==> config.mk <==
export PLATFORM = sky130hd
export DESIGN_NAME = ball_motion
export DESIGN_NICKNAME = d
export VERILOG_FILES = /design/src/rtl/ball_motion.sv
export SDC_FILE = /design/constraint.sdc
export NUM_CORES = 1
export LEC_CHECK = 0
export CAP_MARGIN = 20
export CORE_AREA = 4 4 76 78
export DETAILED_ROUTE_END_ITERATION = 6
export DIE_AREA = 0 0 80 82
export PLACE_DENSITY = 0.94
export SYNTH_ARGS = -nofsm -noshare
export SYNTH_HDL_FRONTEND = slang
export SYNTH_SLANG_ARGS = --single-unit
==> constraint.sdc <==
create_clock -name clk_i -period 9.1 [get_ports clk_i]
set_input_delay 1.82 -clock clk_i [delete_from_list [all_inputs] [get_ports clk_i]]
set_output_delay 1.82 -clock clk_i [all_outputs]
set_load 0.01 [all_outputs]
==> src/rtl/ball_motion.sv <==
// Ball position generator for breakout: rides the paddle until served, then steps per tick.
// Latency: one cycle; position, direction and bounce are registered and visible after the tick edge.
// Backpressure: none; motion is paced by tick_i and stopped only by game_over_i or reset.
//
// Ports:
//   clk_i        game clock (difficulty-scaled)
//   reset_i      asynchronous reset, active low
//   tick_i       move enable, single-cycle pulse
//   launch_i     serve request; only honoured while the ball rides the paddle
//   paddle_x_i   paddle centre x
//   brick_hit_i  brick collision on this tick; flips the vertical direction
//   game_over_i  freezes the ball until the next reset
//   ball_x_o     ball centre x
//   ball_y_o     ball centre y
//   dx_neg_o     1 = moving left
//   dy_neg_o     1 = moving up
//   bounce_o     single-cycle pulse after a tick that reflected the ball
//
// Optional feature macro: BALL_SPIN_EN
//   defined   -> a paddle hit also sets horizontal speed (outer quarter 2*STEP, centre STEP)
//                and horizontal direction (left of paddle centre = moving left)
//   undefined -> horizontal speed fixed at STEP; a paddle hit flips the vertical direction only
module ball_motion #(
  parameter int SCREEN_W = 640,
  parameter int SCREEN_H = 480,
  parameter int BALL_R   = 3,
  parameter int PADDLE_Y = 440,
  parameter int PADDLE_W = 40,
  parameter int START_X  = 320,
  parameter int STEP     = 1
) (
  input  logic       clk_i,
  input  logic       reset_i,
  input  logic       tick_i,
  input  logic       launch_i,
  input  logic [9:0] paddle_x_i,
  input  logic       brick_hit_i,
  input  logic       game_over_i,
  output logic [9:0] ball_x_o,
  output logic [8:0] ball_y_o,
  output logic       dx_neg_o,
  output logic       dy_neg_o,
  output logic       bounce_o
);

  // Playfield limits for the ball centre, in the signed 11-bit domain used for next-position maths.
  localparam logic signed [10:0] X_MIN   = 11'(BALL_R);
  localparam logic signed [10:0] X_MAX   = 11'(SCREEN_W - 1 - BALL_R);
  localparam logic signed [10:0] Y_MIN   = 11'(BALL_R);
  localparam logic signed [10:0] Y_MAX   = 11'(SCREEN_H - 1 - BALL_R);
  localparam logic signed [10:0] Y_PAD   = 11'(PADDLE_Y - BALL_R);
  localparam logic signed [10:0] HALF_W  = 11'(PADDLE_W / 2);
  localparam logic signed [10:0] STEP_S  = 11'(STEP);

  localparam logic [9:0] SERVE_X_MIN = 10'(BALL_R);
  localparam logic [9:0] SERVE_X_MAX = 10'(SCREEN_W - 1 - BALL_R);
  localparam logic [9:0] RST_X       = 10'(START_X);
  // Resting row on the paddle: one pixel above the paddle contact line.
  localparam logic [8:0] RST_Y       = 9'(PADDLE_Y - BALL_R - 1);

  localparam logic [3:0] SPD_1 = 4'(STEP);
`ifdef BALL_SPIN_EN
  localparam logic [3:0]         SPD_2 = 4'(2 * STEP);
  localparam logic signed [10:0] QTR_W = 11'(PADDLE_W / 4);
`endif

  typedef enum logic [1:0] {
    S_SERVE  = 2'd0,
    S_MOVING = 2'd1,
    S_FROZEN = 2'd2
  } state_e;

  state_e     state_q, state_d;
  logic [9:0] x_q, x_d;
  logic [8:0] y_q, y_d;
  logic       dx_neg_q, dx_neg_d;
  logic       dy_neg_q, dy_neg_d;
  logic       bounce_q, bounce_d;
  logic [3:0] spd_q, spd_d;   // horizontal speed; constant STEP unless spin is built in

  // ---------------------------------------------------------------------------
  // Next-position arithmetic. Everything is widened to signed 11 bits so a step
  // past the left or top edge goes negative instead of wrapping to a large value.
  // ---------------------------------------------------------------------------
  logic signed [10:0] x_s, y_s, px_s, spd_s;
  logic signed [10:0] nx, ny;
  logic signed [10:0] off, off_abs;
  logic               hit_left, hit_right, hit_top, hit_pad;
  logic [9:0]         serve_x;

  assign x_s   = {1'b0, x_q};
  assign y_s   = {2'b00, y_q};
  assign px_s  = {1'b0, paddle_x_i};
  assign spd_s = {7'b0, spd_q};

  assign nx = dx_neg_q ? (x_s - spd_s) : (x_s + spd_s);
  assign ny = dy_neg_q ? (y_s - STEP_S) : (y_s + STEP_S);

  // Offset of the ball from the paddle centre, measured at the current position.
  assign off     = x_s - px_s;
  assign off_abs = off[10] ? -off : off;

  assign hit_left  = (nx <= X_MIN);
  assign hit_right = (nx >= X_MAX);
  assign hit_top   = (ny <= Y_MIN);
  // Paddle catch only when falling and crossing the contact line on this tick,
  // so a ball already below the line keeps falling even if the paddle moves under it.
  assign hit_pad   = !dy_neg_q && (y_s < Y_PAD) && (ny >= Y_PAD) && (off_abs <= HALF_W);

  // While serving the ball follows the paddle, kept fully on screen.
  always_comb begin
    serve_x = paddle_x_i;
    if (paddle_x_i < SERVE_X_MIN) begin
      serve_x = SERVE_X_MIN;
    end else if (paddle_x_i > SERVE_X_MAX) begin
      serve_x = SERVE_X_MAX;
    end
  end

  // ---------------------------------------------------------------------------
  // FSM: state register
  // ---------------------------------------------------------------------------
  always_ff @(posedge clk_i or negedge reset_i) begin
    if (!reset_i) begin
      state_q <= S_SERVE;
    end else begin
      state_q <= state_d;
    end
  end

  // ---------------------------------------------------------------------------
  // FSM: next state. game over wins over everything; FROZEN is left only by reset.
  // ---------------------------------------------------------------------------
  always_comb begin
    state_d = state_q;
    if (game_over_i) begin
      state_d = S_FROZEN;
    end else begin
      unique case (state_q)
        S_SERVE:  if (launch_i) state_d = S_MOVING;
        S_MOVING: state_d = S_MOVING;
        S_FROZEN: state_d = S_FROZEN;
        default:  state_d = S_SERVE;
      endcase
    end
  end

  // ---------------------------------------------------------------------------
  // FSM: outputs (next values of the position/direction registers)
  // ---------------------------------------------------------------------------
  always_comb begin
    x_d      = x_q;
    y_d      = y_q;
    dx_neg_d = dx_neg_q;
    dy_neg_d = dy_neg_q;
    spd_d    = spd_q;
    bounce_d = 1'b0;

    if (!game_over_i) begin
      unique case (state_q)
        S_SERVE: begin
          x_d   = serve_x;
          spd_d = SPD_1;
          if (launch_i) begin
            dx_neg_d = 1'b0;
            dy_neg_d = 1'b1;
          end
        end

        S_MOVING: begin
          if (tick_i) begin
            // Horizontal: clamp to the wall and point away from it.
            if (hit_left) begin
              x_d      = 10'(X_MIN);
              dx_neg_d = 1'b0;
            end else if (hit_right) begin
              x_d      = 10'(X_MAX);
              dx_neg_d = 1'b1;
            end else begin
              x_d = 10'(nx);
            end

            // Vertical: top wall and paddle force a direction, so a brick hit on
            // the same tick does not flip a second time. Below the paddle the ball
            // sinks until it rests at the bottom limit.
            if (hit_top) begin
              y_d      = 9'(Y_MIN);
              dy_neg_d = 1'b0;
            end else if (hit_pad) begin
              y_d      = RST_Y;
              dy_neg_d = 1'b1;
            end else begin
              y_d = (ny >= Y_MAX) ? 9'(Y_MAX) : 9'(ny);
              if (brick_hit_i) begin
                dy_neg_d = !dy_neg_q;
              end
            end

`ifdef BALL_SPIN_EN
            // English off the paddle. A wall reflection on the same tick keeps
            // its direction so the ball never heads back into the wall.
            if (hit_pad) begin
              spd_d = (off_abs > QTR_W) ? SPD_2 : SPD_1;
              if (!hit_left && !hit_right) begin
                dx_neg_d = off[10];
              end
            end
`endif

            bounce_d = hit_left | hit_right | hit_top | hit_pad | brick_hit_i;
          end
        end

        S_FROZEN: begin
          // hold everything
        end

        default: begin
          // unreachable encoding: hold
        end
      endcase
    end
  end

  // ---------------------------------------------------------------------------
  // Position / direction registers
  // ---------------------------------------------------------------------------
  always_ff @(posedge clk_i or negedge reset_i) begin
    if (!reset_i) begin
      x_q      <= RST_X;
      y_q      <= RST_Y;
      dx_neg_q <= 1'b0;
      dy_neg_q <= 1'b1;
      bounce_q <= 1'b0;
      spd_q    <= SPD_1;
    end else begin
      x_q      <= x_d;
      y_q      <= y_d;
      dx_neg_q <= dx_neg_d;
      dy_neg_q <= dy_neg_d;
      bounce_q <= bounce_d;
      spd_q    <= spd_d;
    end
  end

  assign ball_x_o = x_q;
  assign ball_y_o = y_q;
  assign dx_neg_o = dx_neg_q;
  assign dy_neg_o = dy_neg_q;
  assign bounce_o = bounce_q;

endmodule

### Routing congestion

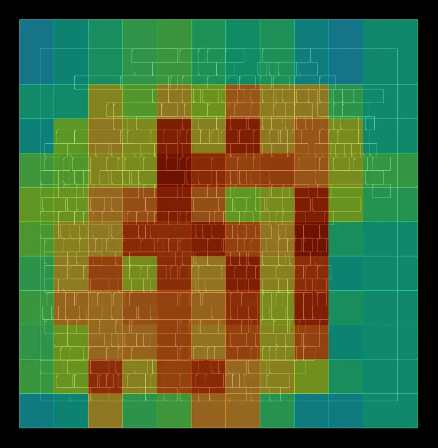
most used routing layer: met2
GR Util met1: 30.1%
met3 GRT Util: 2.52%

### The metal 2 layer

Drawn at 6 px/um. Cells faint in the background.
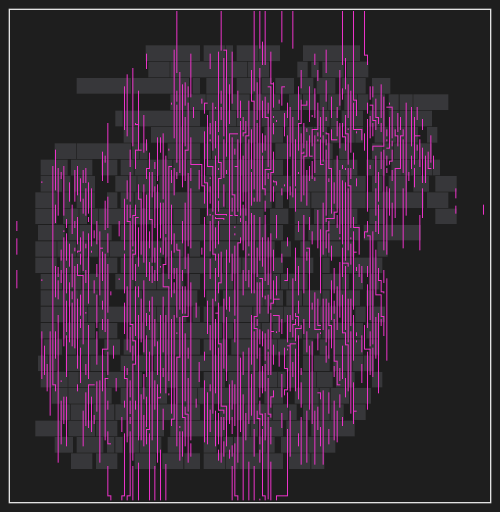
longest straight run: 36.5 um
nets with wire on the layer: 400
wire length on this layer: 3970 um
DR vias: 3117
met2 GRT Util: 43.5%
Routed WL: 7970 um

### Metal 3

Drawn at 6 px/um. Cells faint in the background.
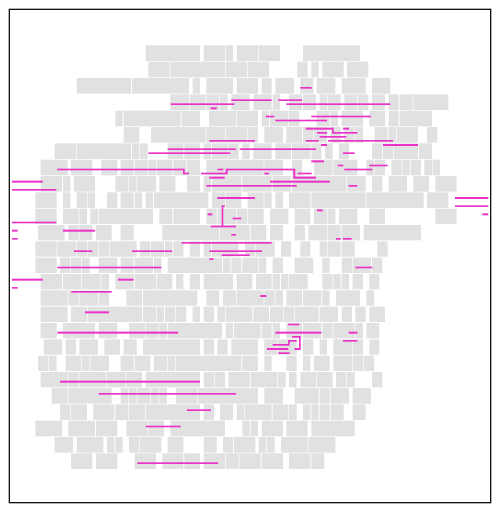
main direction: horizontal
longest straight run: 23.0 um
share of all routed wire: 5.8%
nets with wire on the layer: 62
wire length on this layer: 464 um

==> out/metrics.cfg <==
[setup_path]
worst-r2r-setup-slack_ps = 5040
endpoint = dy_neg_o$_DFFE_PN1P_
crit_start = paddle_x_i[0]
r2r_start = ball_x_o[0]$_DFFE_PN0P_
worstSetupPathType = primary input to flip-flop
crit_path_end_kind = flip-flop
reg2reg_to = dy_neg_o$_DFFE_PN1P_
worstPathArrival_ps = 5760
startpoint_type = primary input
critPathSlowestCell = or4b_1
crit_fanout = 8
slowest_delay_ps = 570
reg2reg_depth = 14
worstPathCellList = clkdlybuf4s50_1, ha_1, inv_1, fa_1, a211oi_1, o21ai_0, a32oi_1, nor2_1, a31oi_1, xnor2_1, o311ai_0, o41a_1, or4b_1, nand3_1
required_ps = 9320

[synthesis]
ys_seq_share_pct = 20.5
synth.distinct_cells = 68
synthCells = 385
top_cells_by_area = dfrtp_1, ha_1, dfstp_2
fp_nets = 425
synth_top_area_share_pct = 13.5
syn_area_per_cell_um2 = 7.73
syn_area_um2 = 2980
synth_top_cell_by_count = nor2_1
ys.flop_type = dfrtp_1
ys.flops = 24
ys_warn_count = 0
edf_count = 0
common_cells = nor2_1, o21ai_0, a21oi_1
ys_cells = 385
async_flop_share_pct = 100
yosys.area.top_type = dfrtp_1
yosysChipArea_um2 = 2980

[pwr]
clock_power_uw = 96.7
powerDensity_nw_per_um2 = 205
power-top-group = combinational cells
p_clk_share_pct = 13.6
irDropWorstVdd_mv = 0.236
comb_power_share_pct = 65.2
switching_power_uw = 329
leakagePower_nw = 1.47
p_int_uw = 383
seqPwrFrac_pct = 21.2
power_combinational_uw = 464
powerSeq_uw = 151
p_total_uw = 712
switching_share_pct = 46.3

[die]
num_tap_cells = 70
placeableCoreArea_um2 = 5070
rows = 26
fp_util_pct = 58.6
die-area_um2 = 6560
io_pins = 38

[timing]
min_period_ps = 5550
rsz0062_at_grt = false
whs_ps = 549
setup_viol = 0
setup_slack_ps = 3550
fmax_ghz = 0.180
period_used_pct = 60.9
hold_viol = 0
maxSlewHeadroom_pct = 47.9
fin_skew_ps = 12.5
worstMarginPinSlew_ps = 762
finalMaxSlewViolations = 0
timing.setup.tns_ps = 0

[flow_run]
warnings = 28
max-cap-violations = 0

[final_layout]
lay_top_count = clkdlybuf4s50_1
seq_area_share_pct = 17.6
flop-count = 24
logic_gate_count = 323
buffer_area_share_pct = 11.5
ff_latch_area_um2 = 611
fin_cells = 481
area_growth_pct = 16.6
final.fill_count = 411
drive_gt1_share_pct = 6.57
nNetsFinal = 452
comb_share_pct = 64.0
signal_buffers = 38
clkbuf_count = 3
antennaDiodeCount = 0
layout.area.comb_um2 = 2220
largest_reg_flops = 10
lay_top_cells = clkdlybuf4s50_1, nor2_1, o21ai_0, a21oi_1
n_all_inverters = 22
largestClassByArea = logic gates
final_area_um2 = 3470
post-route-util_pct = 68.3
final-clk-cell-share_pct = 2.06

[hold_path]
min_from = ball_y_o[4]$_DFFE_PN1P_
hold_depth = 2
min_to = ball_y_o[4]$_DFFE_PN1P_
hold_class = flip-flop to flip-flop

[place]
placed_area_um2 = 3370
dpl.hpwl_um = 6100
place_worst_setup_slack_ps = 3360
gp_congestion = 0.887
place_inst = 476

[cts]
cts.sinks = 24
cts_setup_buffers = 0
ctsResizeCount = 0
cts_buffers = 3
htree_levels = 1
cts_tree = done
clk_pin_slew_worst_paths_ps = 100
cts.path.max_buffers = 2
root_buffer = clkbuf_8
clk_latency_ps = 280
ctsHoldBuffers = 0

[detailed_routing]
drc_errors = 0
postRouteAntennaNets = 0
dr.pass1.iters = 5
drtIter0Drc = 342
via_per_inst = 6.48

[global_routing]
grt_pass1_vias = 2943
grt_max_degree = 25
grt_pass1_wl_um = 13000
grt_antenna_before_repair = 0
overflow = 0

[status]
outcome = finished, final reports clean

### Routed metal per tile

Drawn at 4 px/um. 16 x 16 tiles, from dark blue (low) to red (high), scaled to the fullest tile. Values are wire area over tile area, all layers added.
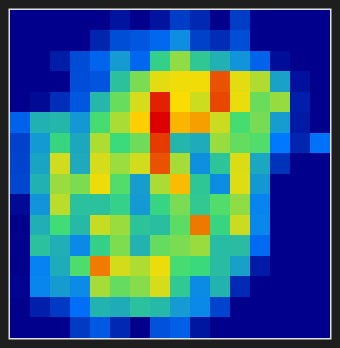
mean over tiles: 0.20
tiles over half the peak: 27%
emptiest ninth of the die: lower right
fullest tile: 0.64
densest ninth of the die: center
total track usage: 24.4%
Avg WL per Cell: 16.6 um

### Ports around the boundary

Drawn at 6 px/um. Pins as bars across the die edge, other pins in gray.
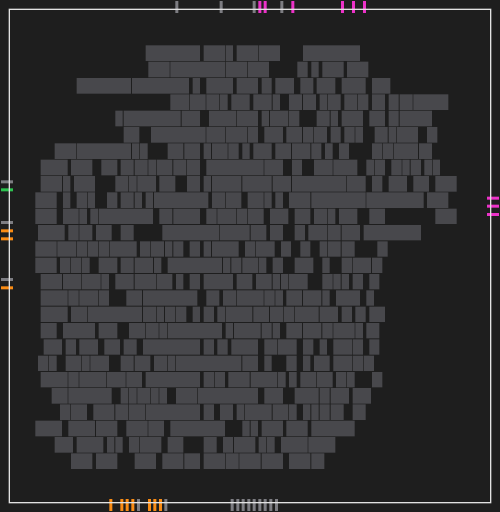
| color | port | pins | direction | edge |
|---|---|---|---|---|
| orange | ball_x_o | 10 | output | 7 bottom, 3 left |
| green | launch_i | 1 | input | left |
| magenta | ball_y_o | 9 | output | 6 top, 3 right |
all pins by edge: 18 bottom, 10 top, 7 left, 3 right
DIE WIDTH: 80 um
Die Y: 82 um
number of port buffers: 37

per-layer routing:
layer,vias up,routed length (um),track usage (%)
li1,1488,-,-
met1,1472,3310,30.1
met2,127,3970,43.5
met3,30,464,2.52
met4,0,218,9.63
met5,-,0,0
critical path, delay by kind of cell:
| family | cells | cell delay (ps) |
|---|---|---|
| and+or+nand+nor | 3 | 830 |
| xor gates and xnor gates | 1 | 140 |
| adders and majority gates | 2 | 660 |
| buffers and inverters | 2 | 600 |
| AOI/OAI and AO/OA | 6 | 1720 |
cells by family after synthesis:
| kind of cell | after synthesis | synth area share [%] |
|---|---|---|
| flops | 24 | 20.5 |
| buf+inv | 38 | 4.92 |
| compound gates | 131 | 29.8 |
| xor+xnor | 25 | 7.61 |
| fa+ha+maj | 24 | 10.6 |
| mux | 2 | 0.673 |
| simple gates | 141 | 25.9 |
Power and IR drop assume default switching activity.
